==> run_1/drive_strength.png <==
The bar under the picture is 20 um long.
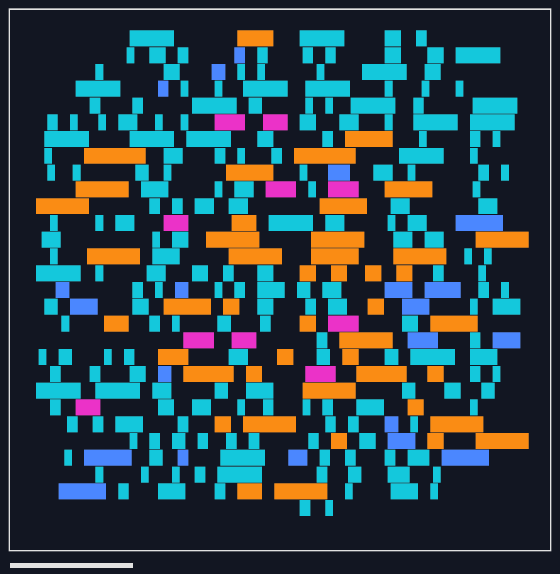
==> run_1/metal_stack.png <==
The bar under the picture is 20 um long.
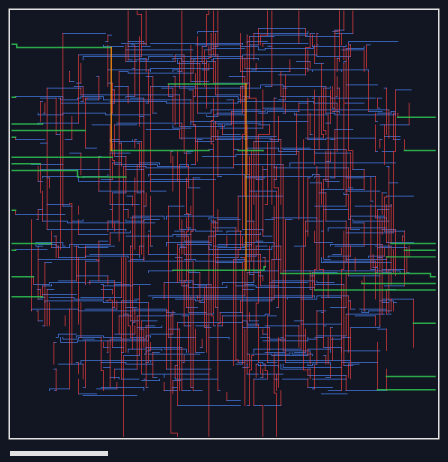
==> run_1/final_clocks.png <==
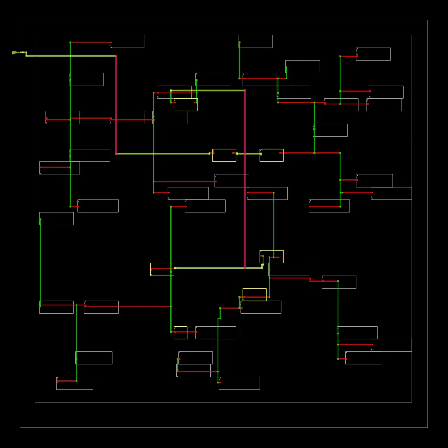
`src/rtl/bcd_cascade_ctrl.sv`:
```
// Run/pause/stop controller for a cascade of BCD decade digits.
// An internal prescaler turns RUN cycles into count ticks. Each tick either
// increments the BCD count with a synchronous carry chain, or acts on the
// latched limit: in one-shot mode the controller halts in DONE, and in
// continuous mode the count wraps to zero with a carry pulse.
module bcd_cascade_ctrl #(
    parameter int DIGITS   = 4,
    parameter int PRESCALE = 10
) (
    input  logic                  clk,
    input  logic                  rst,
    input  logic                  start,
    input  logic                  stop,
    input  logic                  clear,
    input  logic                  oneshot,
    input  logic [4*DIGITS-1:0]   limit,
    output logic [4*DIGITS-1:0]   count,
    output logic                  running,
    output logic                  done,
    output logic                  tick_out,
    output logic                  carry
);

    localparam int              PW        = (PRESCALE > 1) ? $clog2(PRESCALE) : 1;
    localparam logic [PW-1:0]   PRESC_MAX = PW'(PRESCALE - 1);

    typedef enum logic [1:0] {
        ST_IDLE   = 2'd0,
        ST_RUN    = 2'd1,
        ST_PAUSED = 2'd2,
        ST_DONE   = 2'd3
    } state_t;

    state_t                state_q, state_d;
    logic [PW-1:0]         presc_q, presc_d;
    logic [4*DIGITS-1:0]   count_q, count_d;
    logic [4*DIGITS-1:0]   limit_q, limit_d;
    logic                  oneshot_q, oneshot_d;
    logic                  tick_q, tick_d;
    logic                  carry_q, carry_d;

    // Per-digit helpers: carry chain, incremented count and limit sanitising.
    logic [DIGITS:0]       nines_below;
    logic [DIGITS-1:0]     digit_bad;
    logic [4*DIGITS-1:0]   count_inc;
    logic [4*DIGITS-1:0]   all_nines;
    logic [4*DIGITS-1:0]   limit_sane;

    assign nines_below[0] = 1'b1;

    generate
        for (genvar gi = 0; gi < DIGITS; gi++) begin : g_digit
            // A digit advances only when every lower digit is 9; a 9 rolls to 0.
            assign nines_below[gi+1] = nines_below[gi] & (count_q[4*gi +: 4] == 4'd9);
            assign count_inc[4*gi +: 4] =
                !nines_below[gi]             ? count_q[4*gi +: 4] :
                (count_q[4*gi +: 4] == 4'd9) ? 4'd0 :
                                               count_q[4*gi +: 4] + 4'd1;
            assign digit_bad[gi]         = (limit[4*gi +: 4] > 4'd9);
            assign all_nines[4*gi +: 4]  = 4'd9;
        end
    endgenerate

    // A single non-BCD limit digit makes the whole limit untrustworthy, so
    // fall back to the largest representable count.
    assign limit_sane = (|digit_bad) ? all_nines : limit;

    // State and datapath registers with synchronous reset.
    always_ff @(posedge clk) begin
        if (rst) begin
            state_q   <= ST_IDLE;
            presc_q   <= '0;
            count_q   <= '0;
            limit_q   <= '0;
            oneshot_q <= 1'b0;
            tick_q    <= 1'b0;
            carry_q   <= 1'b0;
        end else begin
            state_q   <= state_d;
            presc_q   <= presc_d;
            count_q   <= count_d;
            limit_q   <= limit_d;
            oneshot_q <= oneshot_d;
            tick_q    <= tick_d;
            carry_q   <= carry_d;
        end
    end

    // Next-state logic; command priority is clear, then stop, then start.
    always_comb begin
        state_d   = state_q;
        presc_d   = presc_q;
        count_d   = count_q;
        limit_d   = limit_q;
        oneshot_d = oneshot_q;
        tick_d    = 1'b0;
        carry_d   = 1'b0;

        if (clear) begin
            state_d = ST_IDLE;
            presc_d = '0;
            count_d = '0;
        end else begin
            case (state_q)
                ST_IDLE: begin
                    if (!stop && start) begin
                        state_d   = ST_RUN;
                        presc_d   = '0;
                        limit_d   = limit_sane;
                        oneshot_d = oneshot;
                    end
                end
                ST_RUN: begin
                    if (stop) begin
                        // Prescaler holds, so a tick pending on this edge
                        // fires on the first RUN edge after resume.
                        state_d = ST_PAUSED;
                    end else if (presc_q == PRESC_MAX) begin
                        presc_d = '0;
                        if (count_q == limit_q) begin
                            if (oneshot_q) begin
                                state_d = ST_DONE;
                            end else begin
                                count_d = '0;
                                tick_d  = 1'b1;
                                carry_d = 1'b1;
                            end
                        end else begin
                            count_d = count_inc;
                            tick_d  = 1'b1;
                        end
                    end else begin
                        presc_d = presc_q + 1'b1;
                    end
                end
                ST_PAUSED: begin
                    if (!stop && start) begin
                        state_d = ST_RUN;
                    end
                end
                default: begin
                    // DONE: only clear or reset leaves.
                end
            endcase
        end
    end

    assign count    = count_q;
    assign tick_out = tick_q;
    assign carry    = carry_q;
    assign running  = (state_q == ST_RUN);
    assign done     = (state_q == ST_DONE);

endmodule

```
`config.mk`:
```
export PLATFORM = sky130hd
export DESIGN_NAME = bcd_cascade_ctrl
export DESIGN_NICKNAME = d
export VERILOG_FILES = /design/src/rtl/bcd_cascade_ctrl.sv
export SDC_FILE = /design/constraint.sdc
export NUM_CORES = 1
export LEC_CHECK = 0
export CAP_MARGIN = 20
export CELL_PAD_IN_SITES_DETAIL_PLACEMENT = 2
export CELL_PAD_IN_SITES_GLOBAL_PLACEMENT = 2
export CORE_MARGIN = 3
export CORE_UTILIZATION = 33
export DETAILED_ROUTE_END_ITERATION = 10
export DONT_BUFFER_PORTS = 1
export GPL_TIMING_DRIVEN = 0
export PLACE_DENSITY_LB_ADDON = 0.1
export SLEW_MARGIN = 20
export SYNTH_ARGS = -nofsm -noshare
export SYNTH_HDL_FRONTEND = slang
export SYNTH_SLANG_ARGS = --single-unit
export TNS_END_PERCENT = 30
```
`constraint.sdc`:
```
create_clock -name clk -period 1.9 [get_ports clk]
set_input_delay 0.38 -clock clk [delete_from_list [all_inputs] [get_ports clk]]
set_output_delay 0.38 -clock clk [all_outputs]
set_load 0.03 [all_outputs]
```
==> CHANGELOG.md, run 1 <==
### Implementation results

* Cell variety after synth at roughly 46
* Failing checks: negative setup slack
* Logic area at roughly 1500 um^2
* Maximum fanout along the worst path at 6
* Met3 Usage GRT at under 10%
* Top class by area: combinational gates
* Post-layout net count at 309
* Status: finished, violations left
* Post-synth tally of flip-flops with integrated enable at 0
* Final WS setup at -0.113 ns
* PwrDens at between 600 and 700 nW/um^2
* Most common cell in the netlist: nor2_1
* Adder Share, Synth at 5.70%
* Top delay family on crit path: simple AND/OR/NAND/NOR gates
* Clk sinks at 41
* Crit path from: count[0]
* Port buffer count at 0
* Post-Place Setup Slack at -0.321 ns
* Post-synthesis simple-gate area fraction at 31.7%
* CTS tree: yes
* Residual DRC at 0
* DR iter-0 viols at 71
* TritonRoute pass-1 iters at 4
* Final setup violation count at 12
* CP bufs+invs at 2
* R2r setup slk at -0.11 ns
* Post-CTS Hold Fix Bufs at 0
* Wl on met1 at between 3000 and 4000 um
* Min-delay worst type: primary input to register
* FP Rows at 29
* Chip Area, Yosys at about 2200 um^2
* Congestion Overflow GR at 0
* Slew HR at 32.8%
* Cts repair resizes at 28
* Top cells by area: dfxtp_1 37%, nor2_1 7.9%, xor2_1 6.8%
* Highest metal used: met4
* DIE AREA at 7670 um^2
* Syn nets at between 200 and 300
## Picture notes: drive_strength.png
| size | colour | cells | share |
|---|---|---|---|
| drive 1 or less | cyan | 201 | 73% |
| drive 6 and up | magenta | 10 | 3.6% |
| drive 2 | blue | 21 | 7.6% |
| drive 3 to 4 | orange | 45 | 16% |
Non-clk bufs: 24
Area Growth Syn to Fin: 24.1%
Final Cell Area: 2730 um^2
Final WS setup: -0.113 ns

## Picture notes: metal_stack.png
| layer | colour | wire length |
|---|---|---|
| met2 | red | 3540 um |
| met4 | orange | 59.2 um |
| met1 | blue | 3110 um |
| met3 | green | 311 um |
vias: 1945
Routed wire per std cell: 19.8 um
Routed Wire Length: 7020 um
Global Route Usage Sum: 18.7%

## Picture notes: final_clocks.png
clkbuf count: 6
skew final: 0.00681 ns
total clock buffers created by CTS: 5
flip-flops: 41
Clk Latency, worst-skew pair: 0.30 ns

==> run_1/registers.png <==
The bar under the picture is 20 um long.
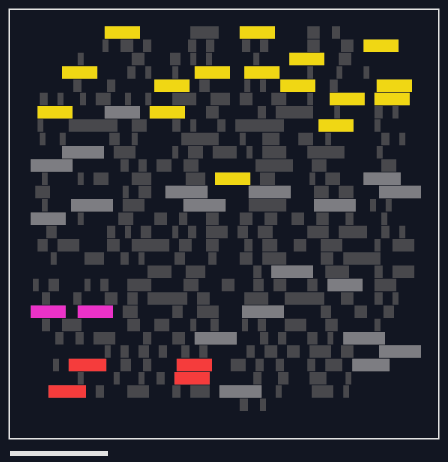

## Run 2: what changed since run 1
--- a/config.mk
+++ b/config.mk
@@ -13,7 +13,7 @@
 export DETAILED_ROUTE_END_ITERATION = 10
 export DONT_BUFFER_PORTS = 1
 export GPL_TIMING_DRIVEN = 0
-export PLACE_DENSITY_LB_ADDON = 0.1
+export PLACE_DENSITY = 0.72
 export SLEW_MARGIN = 20
 export SYNTH_ARGS = -nofsm -noshare
 export SYNTH_HDL_FRONTEND = slang
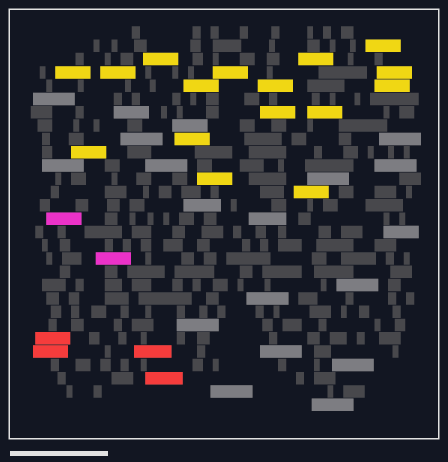
(run_2/registers.png)
The bar under the picture is 20 um long.
| signal | colour | sequential cells |
|---|---|---|
| limit_q | yellow | 16 |
| state_q | magenta | 2 |
| presc_q | red | 4 |
not coloured: 19
FF/Latch Area: 878 um^2
Seq group: 0.864 mW
utilization after layout: 44.1%
Seq/total area: 31.2%

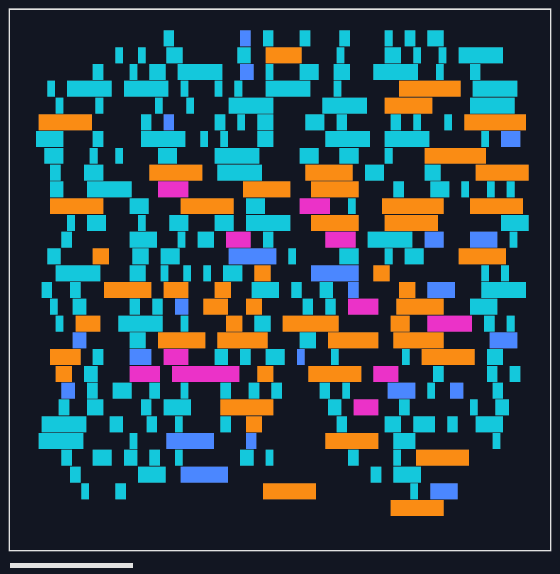
(run_2/drive_strength.png)
The bar under the picture is 20 um long.
| size | colour | cells | share | most used |
|---|---|---|---|---|
| drive 3 to 4 | orange | 47 | 17% | dfxtp_4 |
| drive 1 or less | cyan | 193 | 71% | nor2_1 |
| drive 2 | blue | 22 | 8.1% | dfxtp_2 |
| drive 6 and up | magenta | 11 | 4.0% | clkbuf_8 |
Area Growth Syn to Fin: 28.2%
Final WS setup: -0.0839 ns
Non-clk bufs: 20
Final Cell Area: 2820 um^2

==> CHANGELOG.md, run 2 <==
### Implementation results

* Top cells by area: dfxtp_1 37%, nor2_1 7.9%, xor2_1 6.8% (unchanged)
* Cts repair resizes at 16 (was 28)
* Vias at 1936 (was 1945)
* Highest metal used: met4 (unchanged)
* Status: finished, violations left (unchanged)
* Post-synthesis simple-gate area fraction at 31.7% (unchanged)
* Top class by area: combinational gates (unchanged)
* Slew HR at 55.3% (was 32.8%)
* Logic area at 1560 um^2 (was 1450 um^2)
* Port buffer count at 0 (unchanged)
* Clkbuf count at 5 (was 6)
* Chip Area, Yosys at 2200 um^2 (unchanged)
* Total clock buffers created by CTS at 5 (unchanged)
* Min-delay worst type: primary input to register (unchanged)
* Flip-flops at 41 (unchanged)
* Met3 Usage GRT at 5.46% (was 5.17%)
* Crit path from: count[1] (was count[0])
* CTS tree: yes (unchanged)
* DR iter-0 viols at 34 (was 71)
* Post-synth tally of flip-flops with integrated enable at 0 (unchanged)
* Routed wire per std cell at 20.5 um (was 19.8 um)
* Congestion Overflow GR at 0 (unchanged)
* FP Rows at 29 (unchanged)
* Final WS setup at -0.0839 ns (was -0.113 ns)
* Failing checks: negative setup slack (unchanged)
* TritonRoute pass-1 iters at 4 (unchanged)
* Routed Wire Length at 7160 um (was 7020 um)
* R2r setup slk at -0.08 ns (was -0.11 ns)
* DIE AREA at 7670 um^2 (unchanged)
* Final setup violation count at 9 (was 12)
* Post-layout net count at 305 (was 309)
* Residual DRC at 0 (unchanged)
* PwrDens at 635 nW/um^2 (was 623 nW/um^2)
* Skew final at 0.00466 ns (was 0.00681 ns)
Power is estimated from default activity; no workload was simulated.
